Floorplan with the power grid:
Pins as bars on the die edge.
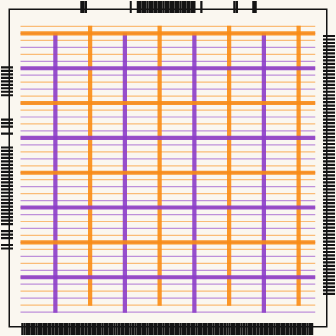
Cells colored by class:
Scale bar: 20 um.
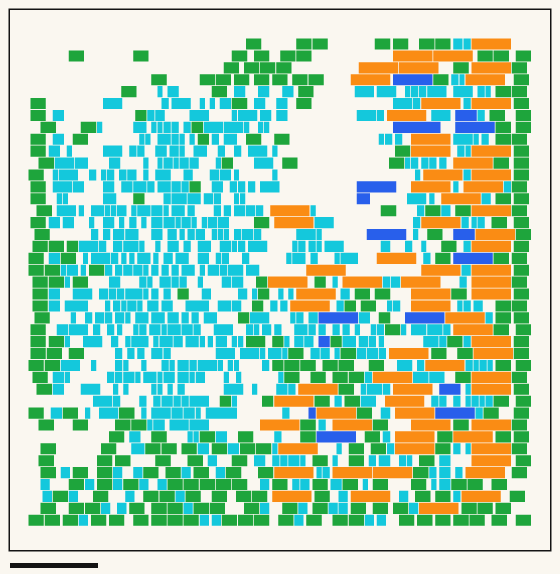
Clock network drawn from the DEF:
Scale bar: 20 um.
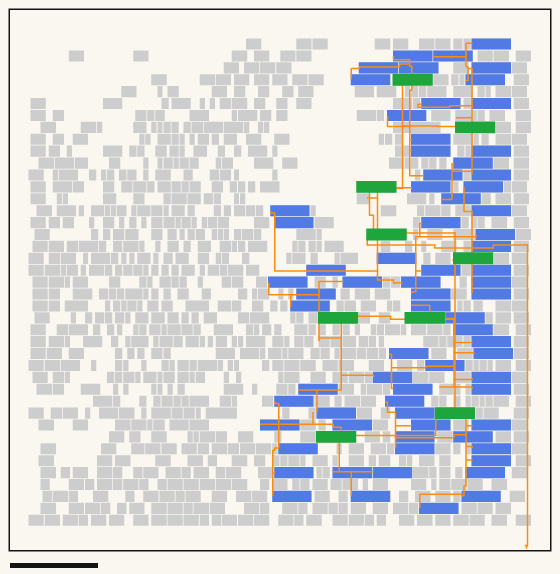
Routed metal, one color a layer:
Only two layers are drawn.
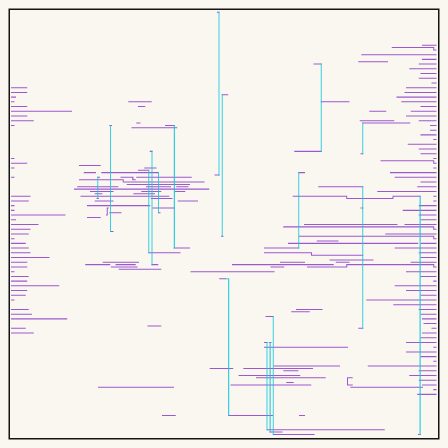
==> config.mk <==
export PLATFORM = sky130hd
export DESIGN_NAME = mem_port_arbiter
export DESIGN_NICKNAME = d
export VERILOG_FILES = /design/src/rtl/riscv_mem_pkg.sv /design/src/rtl/mem_access_check.sv /design/src/rtl/mem_port_arbiter.sv
export SDC_FILE = /design/constraint.sdc
export NUM_CORES = 1
export LEC_CHECK = 0
export CAP_MARGIN = 5
export CORE_MARGIN = 4
export CORE_UTILIZATION = 41
export DETAILED_ROUTE_END_ITERATION = 6
export GPL_ROUTABILITY_DRIVEN = 0
export PLACE_DENSITY = 0.86
export SYNTH_ARGS = -nofsm -noshare
export SYNTH_HDL_FRONTEND = slang
export SYNTH_SLANG_ARGS = --single-unit
==> constraint.sdc <==
create_clock -name CLK -period 8.65 [get_ports CLK]
set_input_delay 1.73 -clock CLK [delete_from_list [all_inputs] [get_ports CLK]]
set_output_delay 1.73 -clock CLK [all_outputs]
set_load 0.01 [all_outputs]
==> results.txt <==
Flow results are below.

- Internal power comes to about 0.00083 W.
- In this run, synthesis inferred 0 flip-flops with an integrated enable.
- The commonest cells after synthesis are sky130_fd_sc_hd__nand2_1 (75), sky130_fd_sc_hd__dfrtp_1 (72), sky130_fd_sc_hd__a21oi_1 (56).
- In this run the cell area measured after placement is about 8300 sq um.
- The worst relative slew slack is 19.4%, for reference.
- In this run, the synthesized area fraction spent on xor and xnor cells is recorded as 2.41%.
- The run finished with clean final reports.
- The number of cells upsized or downsized after cts is 0, for reference.
- The setup TNS after final layout is 0 ns, for reference.
- For this run, global-route usage on met3 was measured as 5.35%.
- The critical path required time is slightly below 7 ns, for reference.
- The post-CTS setup buffer count is 0, for reference.
- The first global-routing pass estimated between 30000 and 40000 um of wire.
- The tool warning count is 32, for reference.
- The share of layout cells above drive strength 1 is approximately 6.4%, for reference.
- The fraction of power consumed by sequential logic is 27.3%, for reference.
- Setup repair after global routing left no endpoint under its margin.
- The fraction of power consumed by combinational cells is 42.6%, for reference.
- Hold is met by ~0.57 ns.
- Multi-input combinational cells in the finished layout were counted as roughly 510.
- The final-layout clock buffer total is 12, for reference.
- The last timing report of the flow puts the setup violation total at 0.
- Yosys stat counts roughly 680 cells in the synthesized netlist.
- Buffers outside the clock tree occupy ~33% of the routed design's cell area.
- sky130_fd_sc_hd__dfrtp_1 takes more of the synthesized area than any other cell.
- Yosys attributes the largest share of cell area to sky130_fd_sc_hd__dfrtp_1 (33%), sky130_fd_sc_hd__ha_1 (8.5%), sky130_fd_sc_hd__nand2_1 (5.2%), sky130_fd_sc_hd__a21oi_1 (5.1%), sky130_fd_sc_hd__and3_1 (4.4%).
- The tree is rooted in a sky130_fd_sc_hd__clkbuf_16.
- The met1 wire length is a little over 8000 um, for reference.
- The initial antenna violation count is 0, for reference.
- The critical path class is input pin to output pin, for reference.
- The number of pins with negative max-slew slack in the final report is 0, for reference.
- Detailed-route iteration 0 reported a violation count of ~560.
- STA puts the critical path data arrival time at 6.43 ns.
- Buffers inserted during clock tree synthesis total 9.
- The proportion of cell area spent on the clock network is 3.66%, for reference.
- The number of remaining DRC errors is 0, for reference.
- The H-tree generated during clock tree synthesis spans 3 levels.
- Of the total synthesized cell area, the portion taken by AND, OR, NAND and NOR gates is between 20% and 30%.
- The maximum single-stage delay on the critical path is approximately 0.69 ns, for reference.
- The number of buffers other than clock buffers in the final layout is between 200 and 300, for reference.
- The report gives the cell count of the worst hold path as 2.
- The post-layout instance count excluding filler cells is about 1100, for reference.
- The combined buffer and inverter count along the critical path is 6, for reference.
- The async set or reset register ratio after synthesis is 100%, for reference.
- The net count after synthesis is ~850.
- The type of the tightest min-delay check is flop to flop, for reference.
- Sequential cells consume a total of roughly 0.00035 W.
- The antenna diode count is 0, for reference.
- TritonCTS built the clock tree.
- After layout, the worst path uses between 90 and 100% of the clock period.
Back to the opening pictures, 'floorplan with the power grid':
purple -> VSS
orange -> VDD
met5 straps = 8
met1 rails = 42
peak supply drop: 0.0000760 V
placeable core area: 12800 sq um
die extent in y: 123 um
die extent in x: 123 um

Back to the opening pictures, 'cells colored by class':
orange -> flip-flops  # cells 72, share of their area 21%
blue -> clock drivers and dummy loads  # cells 16, share of their area 3.8%
green -> other buffers and delay cells  # cells 293, share of their area 34%
cyan -> all other logic  # cells 556, share of their area 41%
sequential cell area share: 20.8%
number of cell rows: 41
Layout Utilization: 67.6%

Back to the opening pictures, 'clock network drawn from the DEF':
orange -> clock wires  # length 870 um
green -> cells driving clock nets  # count 9
blue -> flip-flops  # count 72
routed clock nets = 10
power in the clock group: 0.000382 W
fraction of power consumed by the clock network: 30.2%
Max Clock Skew: 0.00388 ns
insertion delay at the late pin of the worst-skew pair: 0.33 ns

Back to the opening pictures, 'routed metal, one color a layer':
cyan -> met4  # wire length 518 um
purple -> met3  # wire length 1710 um
Final Routed Wirelength: 20400 um
DR WL/cell: 18.4 um
via count of the routed design: 6251
aggregate global-route resource usage: 25.9%

Power and IR drop assume default switching activity.
